--- src/rtl/apb_rr_master_arbiter.sv ---
// Round-robin arbiter that shares one APB3 master port between NREQ requesters.
// It sequences SETUP/ACCESS itself and aborts transfers to slaves that stall too long.
//
// state    | meaning
// ---------+-----------------------------------------------------------
// S_IDLE   | bus idle; arbitrate and accept one command
// S_SETUP  | APB setup phase (PSEL=1, PENABLE=0), always one cycle
// S_ACCESS | APB access phase; wait for PREADY or the watchdog
module apb_rr_master_arbiter #(
   parameter int NREQ    = 2,
   parameter int ADDR_W  = 32,
   parameter int DATA_W  = 32,
   parameter int TIMEOUT = 16
) (
   input  logic                     PCLK,
   input  logic                     PRESETn,
   input  logic [NREQ-1:0]          req_valid,
   input  logic [NREQ-1:0]          req_write,
   input  logic [NREQ*ADDR_W-1:0]   req_addr,
   input  logic [NREQ*DATA_W-1:0]   req_wdata,
   output logic [NREQ-1:0]          req_ready,
   output logic [NREQ-1:0]          rsp_valid,
   output logic [DATA_W-1:0]        rsp_rdata,
   output logic                     rsp_err,
   output logic                     rsp_timeout,
   output logic                     PSEL,
   output logic                     PENABLE,
   output logic                     PWRITE,
   output logic [ADDR_W-1:0]        PADDR,
   output logic [DATA_W-1:0]        PWDATA,
   input  logic [DATA_W-1:0]        PRDATA,
   input  logic                     PREADY,
   input  logic                     PSLVERR
);

   localparam int PTR_W = (NREQ > 1) ? $clog2(NREQ) : 1;
   localparam int CNT_W = $clog2(TIMEOUT + 1);

   typedef enum logic [1:0] {S_IDLE, S_SETUP, S_ACCESS} state_t;

   state_t              state_q, state_d;
   logic [PTR_W-1:0]    ptr_q, ptr_d;
   logic [CNT_W-1:0]    cnt_q, cnt_d;
   logic                psel_q, psel_d;
   logic                penable_q, penable_d;
   logic                pwrite_q, pwrite_d;
   logic [ADDR_W-1:0]   paddr_q, paddr_d;
   logic [DATA_W-1:0]   pwdata_q, pwdata_d;
   logic [NREQ-1:0]     rsp_valid_q, rsp_valid_d;
   logic [DATA_W-1:0]   rsp_rdata_q, rsp_rdata_d;
   logic                rsp_err_q, rsp_err_d;
   logic                rsp_timeout_q, rsp_timeout_d;

   logic                found;
   logic [PTR_W-1:0]    winner;

   // Search starts one past the last grant so the previous winner goes last.
   always_comb begin
      found  = 1'b0;
      winner = '0;
      for (int k = 1; k <= NREQ; k++) begin
         logic [PTR_W-1:0] idx;
         idx = PTR_W'((int'(ptr_q) + k) % NREQ);
         if (!found && req_valid[idx]) begin
            found  = 1'b1;
            winner = idx;
         end
      end
   end

   always_comb begin
      state_d       = state_q;
      ptr_d         = ptr_q;
      cnt_d         = cnt_q;
      psel_d        = psel_q;
      penable_d     = penable_q;
      pwrite_d      = pwrite_q;
      paddr_d       = paddr_q;
      pwdata_d      = pwdata_q;
      rsp_valid_d   = '0;
      rsp_rdata_d   = rsp_rdata_q;
      rsp_err_d     = rsp_err_q;
      rsp_timeout_d = rsp_timeout_q;
      req_ready     = '0;
      case (state_q)
         S_IDLE: begin
            if (found) begin
               req_ready[winner] = 1'b1;
               state_d   = S_SETUP;
               psel_d    = 1'b1;
               penable_d = 1'b0;
               pwrite_d  = req_write[winner];
               paddr_d   = req_addr[int'(winner)*ADDR_W +: ADDR_W];
               pwdata_d  = req_wdata[int'(winner)*DATA_W +: DATA_W];
               ptr_d     = winner;
               cnt_d     = '0;
            end
         end
         S_SETUP: begin
            state_d   = S_ACCESS;
            penable_d = 1'b1;
         end
         S_ACCESS: begin
            if (PREADY) begin
               state_d            = S_IDLE;
               psel_d             = 1'b0;
               penable_d          = 1'b0;
               rsp_valid_d[ptr_q] = 1'b1;
               rsp_rdata_d        = pwrite_q ? '0 : PRDATA;
               rsp_err_d          = PSLVERR;
               rsp_timeout_d      = 1'b0;
            end else if (cnt_q == CNT_W'(TIMEOUT - 1)) begin
               // This stalled cycle is the TIMEOUT-th one: abort.
               state_d            = S_IDLE;
               psel_d             = 1'b0;
               penable_d          = 1'b0;
               rsp_valid_d[ptr_q] = 1'b1;
               rsp_rdata_d        = '0;
               rsp_err_d          = 1'b1;
               rsp_timeout_d      = 1'b1;
            end else begin
               cnt_d = cnt_q + 1'b1;
            end
         end
         default: state_d = S_IDLE;
      endcase
   end

   always_ff @(posedge PCLK) begin
      if (!PRESETn) begin
         state_q       <= S_IDLE;
         ptr_q         <= PTR_W'(NREQ - 1);
         cnt_q         <= '0;
         psel_q        <= 1'b0;
         penable_q     <= 1'b0;
         pwrite_q      <= 1'b0;
         paddr_q       <= '0;
         pwdata_q      <= '0;
         rsp_valid_q   <= '0;
         rsp_rdata_q   <= '0;
         rsp_err_q     <= 1'b0;
         rsp_timeout_q <= 1'b0;
      end else begin
         state_q       <= state_d;
         ptr_q         <= ptr_d;
         cnt_q         <= cnt_d;
         psel_q        <= psel_d;
         penable_q     <= penable_d;
         pwrite_q      <= pwrite_d;
         paddr_q       <= paddr_d;
         pwdata_q      <= pwdata_d;
         rsp_valid_q   <= rsp_valid_d;
         rsp_rdata_q   <= rsp_rdata_d;
         rsp_err_q     <= rsp_err_d;
         rsp_timeout_q <= rsp_timeout_d;
      end
   end

   assign PSEL        = psel_q;
   assign PENABLE     = penable_q;
   assign PWRITE      = pwrite_q;
   assign PADDR       = paddr_q;
   assign PWDATA      = pwdata_q;
   assign rsp_valid   = rsp_valid_q;
   assign rsp_rdata   = rsp_rdata_q;
   assign rsp_err     = rsp_err_q;
   assign rsp_timeout = rsp_timeout_q;

endmodule

--- config.mk ---
export PLATFORM = sky130hd
export DESIGN_NAME = apb_rr_master_arbiter
export DESIGN_NICKNAME = d
export VERILOG_FILES = /design/src/rtl/apb_rr_master_arbiter.sv
export SDC_FILE = /design/constraint.sdc
export NUM_CORES = 1
export LEC_CHECK = 0
export CAP_MARGIN = 20
export CORE_ASPECT_RATIO = 0.9
export CORE_MARGIN = 10
export CORE_UTILIZATION = 41
export DETAILED_ROUTE_END_ITERATION = 6
export GPL_TIMING_DRIVEN = 0
export HOLD_SLACK_MARGIN = 0.05
export PLACE_DENSITY = 0.91
export SETUP_SLACK_MARGIN = 0.15
export SYNTH_ARGS = -nofsm -noshare
export SYNTH_HDL_FRONTEND = slang
export SYNTH_SLANG_ARGS = --single-unit
--- constraint.sdc ---
create_clock -name PCLK -period 4.65 [get_ports PCLK]
set_input_delay 0.93 -clock PCLK [delete_from_list [all_inputs] [get_ports PCLK]]
set_output_delay 0.93 -clock PCLK [all_outputs]
set_load 0.01 [all_outputs]
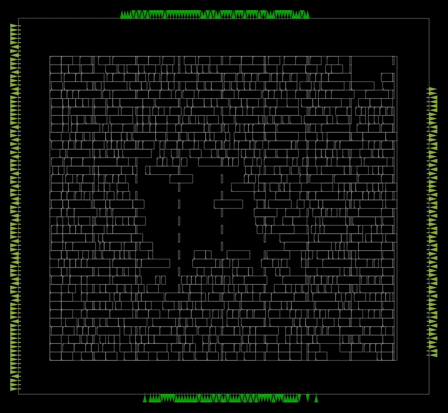
Figure 1: run 1, cell outlines without signal wires.
Tap Count: 152
final core occ: 71.64%
flop share of the area: 28.34%

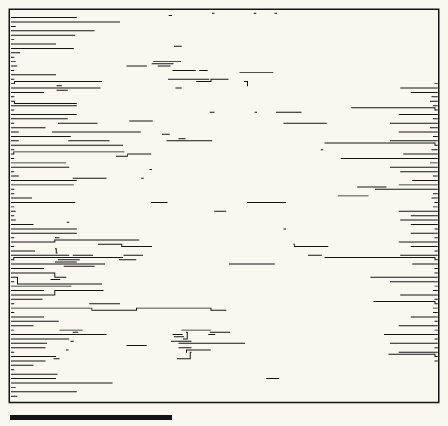
Figure 2: run 1, metal 3.
Scale bar: 50 um.
The layer holds 10% of the routed length. 201 nets have wire on it. The wires run mostly horizontal.

==> flow_summary.toml, run 1 <==
# flow metrics
[logic_synthesis]
ys_area_um2 = 4648
synth.avg_cell_area_um2 = 7.932
yosys_most_used_dff = "dfxtp_1"
synth_nets = 756
synth-edff-count = 0
area_leaders = "dfxtp_1 (48%), nand3_1 (14%), o21ai_0 (11%)"
synth_area_um2 = 4648
ys.flops = 111
yosysTopAreaCell = "dfxtp_1"
synth_cell_type_count = 33

[pwr]
sequentialPower_w = 0.00105
power_switching_w = 0.0006927
p_sw_share_pct = 28.93
combinationalPower_w = 0.000603
power.share.clock_pct = 30.9
internal-power_w = 0.001702

[die]
dieWidth_um = 132.2
io_pins = 273

[sta]
hold_violations = 0
fin_hold_ws_ns = 0.4731

[drt]
ant_nets = 0
wl_um = 19910
met3_wirelength_um = 2057
viasPerCell = 5.504

[layout]
flop_area_um2 = 2222
drive_gt1_share_pct = 2.975
fill_cells = 856
lay_top_cells = "clkdlybuf4s50_1 (272), nand3_1 (130), dfxtp_1 (111), o21ai_0 (100), a31oi_1 (67)"

[worst_setup_path]
reg2reg_depth = 7
crit_arrival_ns = 3.17
startpoint = "req_valid[1]"
r2r_start = "cnt_q[0]"
crit_slowest_cell = "clkdlybuf4s50_1"
regToRegEndpoint = "cnt_q[4]"
critPathLaunchType = "input pin"

[global_routing]
use_met3_pct = 9.396
grtUsageTotal_pct = 23.51
grt_pass1_vias = 5721
top_usage_layer = "met2"

[clock_network]
cts.sinks = 111
cts_made_buffers = 9
htreeDepth = 3
cts_buffer_depth = 2
cts_tree = "done"
post-cts-setup-buffer-count = 0

[run_status]
outcome = "complete, no violations"

[hold_path]
hp-class = "reg -> reg"

[place]
pre_cts_ws_ns = 0.5763
dp.cells = 1010
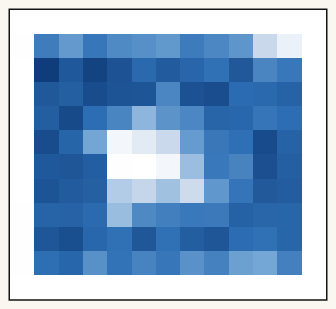
Figure 3: run 1, placement density heat map.
The die is cut into 13 by 12 equal tiles; white is low, dark blue is high, 0 to 100% covered.
The mean over all tiles is 48%. 31% of the tiles are nearly empty. 34% of the tiles are over 75% full. The fullest tile reaches 95%.

-- run 1: kinds of logic (layout without fill, tap and decap cells) --
logic type	count (synthesis)	count (layout)	synth area share (%)
AND/OR/NAND/NOR	187	187	20.08
flip-flops	111	111	47.81
AND-OR/OR-AND	216	216	25.76
adder cells (fa/ha/maj)	2	2	0.5383
buffers and inverters	70	358	5.814
-- run 1: stage by stage --
step	total power (W)	cell area (um^2)	utilization [%]
2_1_floorplan	0.001309	4648	-
3_3_place_gp	0.001662	7561	69.08
3_5_place_dp	0.001671	7561	69.08
4_1_cts	0.002401	7841	71.64
5_1_grt	0.002500	7841	71.64
6_report	0.002395	7841	71.64
-- run 1: how the worst max path moves through the flow --
stage,to,slack (ns),cells after the start
finish,req_ready[0],0.55,6
global route,req_ready[0],0.42,6
CTS,req_ready[0],0.57,6
detailed placement,req_ready[0],0.58,6
global placement,req_ready[0],0.63,6
floorplan,req_ready[0],1.90,4
-- run 1: area by class of cell --
| type | count | share of cell area [%] |
|---|---|---|
| Buffer | 68 | 3.351 |
| Clock buffer | 10 | 2.920 |
| Clock inverter | 6 | 0.6542 |
| Inverter | 2 | 0.09574 |
| Multi-Input combinational cell | 405 | 27.49 |
| Sequential cell | 111 | 28.34 |
| Tap cell | 152 | 2.425 |
| Timing Repair Buffer | 272 | 34.72 |
-- run 1: cell usage after synthesis (2+ instances only) --
cell and number:
o211ai_1 3, ha_1 2, nand3_1 130, nor3b_1 2, nand2b_1 3, a21oi_1 39, o21ai_0 100, or2_2 2
nand2_1 33, a31oi_1 67, and3_1 3, buf_2 3, nor2_1 6, buf_1 2, clkbuf_1 62, dfxtp_1 111
or4b_1 2
-- run 1: worst min-delay path: cells and delay by family, from the launching register on --
family          cells  cell delay, ns
compound gates      2            0.12
flops               1            0.31
## Run 2: what changed since run 1
--- a/config.mk
+++ b/config.mk
@@ -9,8 +9,9 @@
 export CORE_ASPECT_RATIO = 0.9
 export CORE_MARGIN = 10
 export CORE_UTILIZATION = 41
+export CTS_CLUSTER_SIZE = 14
 export DETAILED_ROUTE_END_ITERATION = 6
-export GPL_TIMING_DRIVEN = 0
+export GPL_TIMING_DRIVEN = 1
 export HOLD_SLACK_MARGIN = 0.05
 export PLACE_DENSITY = 0.91
 export SETUP_SLACK_MARGIN = 0.15
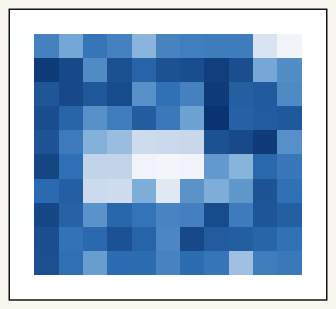
Figure 4: run 2, placement density heat map.
The die is cut into 13 by 12 equal tiles; white is low, dark blue is high, 0 to 100% covered.
31% of the tiles are over 75% full. The fullest tile reaches 98%. The mean over all tiles is 48%. The emptiest ninth of the die: upper right.

==> run 2 against run 1 <==
  * Sequential power about the same
  * Critical path type unchanged
  * Critical path depth decreased by 2
  * Count of clock-buffer cells in the layout increased by 1
  * Via count decreased by 1.2%
  * Combinational power decreased by 1%
  * Total power increased by 4.4%
  * Worst setup slack improved by 0.30 ns
==> flow_summary.toml, run 2 <==
# flow metrics
[run_status]
outcome = "complete, no violations"

[pwr]
power.share.clock_pct = 34.0
sequentialPower_w = 0.00105
p_sw_share_pct = 26.76
power_switching_w = 0.0006691

[logic_synthesis]
yosys_most_used_dff = "dfxtp_1"
yosysTopAreaCell = "dfxtp_1"
ys.flops = 111
synth.avg_cell_area_um2 = 7.932
synth.top_cells.by_count = "nand3_1 (130), dfxtp_1 (111), o21ai_0 (100)"
area_leaders = "dfxtp_1 (48%), nand3_1 (14%), o21ai_0 (11%)"

[global_routing]
grtUsageTotal_pct = 23.16
grt_pass1_vias = 5728

[place]
placed_cell_area_um2 = 7416

[worst_setup_path]
crit_arrival_ns = 2.87
critPathLaunchType = "input pin"

[clock_network]
cts.sinks = 111
cts_buffer_depth = 2
cts_made_buffers = 9

[hold_path]
hp-class = "reg -> reg"

[die]
dieWidth_um = 132.2
io_pins = 273

[layout]
finish.instance_area_um2 = 7786
lay_top_cells = "clkdlybuf4s50_1 (272), nand3_1 (130), dfxtp_1 (111), o21ai_0 (100), a31oi_1 (67)"

[drt]
viasPerCell = 5.761
-- run 2: netlist changes by cell type in the layout (fill, tap and decap cells not counted), moves of 3 or more --
cell	change
buf_2	-3
nor2_1	-3
clkbuf_1	-63
buf_4	+5
-- run 2: per-layer routing --
metal | vias up | share of wire [%] | global-route usage [%]
li1 | 2598 | - | -
met4 | 0 | 4.1 | 10.78
met1 | 2585 | 37 | 25.53
met3 | 60 | 11 | 8.651
met2 | 334 | 48 | 39.16
met5 | - | 0 | 0
-- run 2: final timing paths --
check,to,slack (ns),cells after the start
max reg2reg,cnt_q[4],2.29,6
min reg2reg,rsp_rdata[26],0.48,2
max,req_ready[1],0.85,4
min,rsp_rdata[26],0.48,2
-- run 2: cell type report --
type | count | area, um^2 | area share, %
sequential | 111 | 2222 | 28.54
multi-input combinational | 405 | 2192 | 28.15
timing repair buffer | 282 | 2841 | 36.49
tap | 152 | 190.2 | 2.443
clock buffer | 11 | 252.7 | 3.246
inverter | 2 | 8.758 | 0.1125
clock inverter | 5 | 78.83 | 1.012
-- run 2: cell families after synthesis --
logic type	synth area share (%)
compound gates	25.76
fa+ha+maj	0.5383
buf+inv	5.814
flops	47.81
simple gates	20.08
-- run 2: metrics by stage --
step | setup slack, ns | hold slack, ns | util [%] | instances | total power [W]
after floorplan | 1.901 | 0.4406 | - | 586 | 0.001309
after global placement | 0.8885 | 0.4553 | 67.43 | 948 | 0.001635
after detailed placement | 0.8470 | 0.4678 | 67.75 | 950 | 0.001658
after CTS | 0.8388 | 0.4761 | 70.78 | 966 | 0.002502
after global routing | 0.7401 | 0.5000 | 71.14 | 968 | 0.002604
final | 0.8536 | 0.4782 | 71.14 | 968 | 0.002501
Power figures rest on the tool's default switching activity, not on a simulated workload.
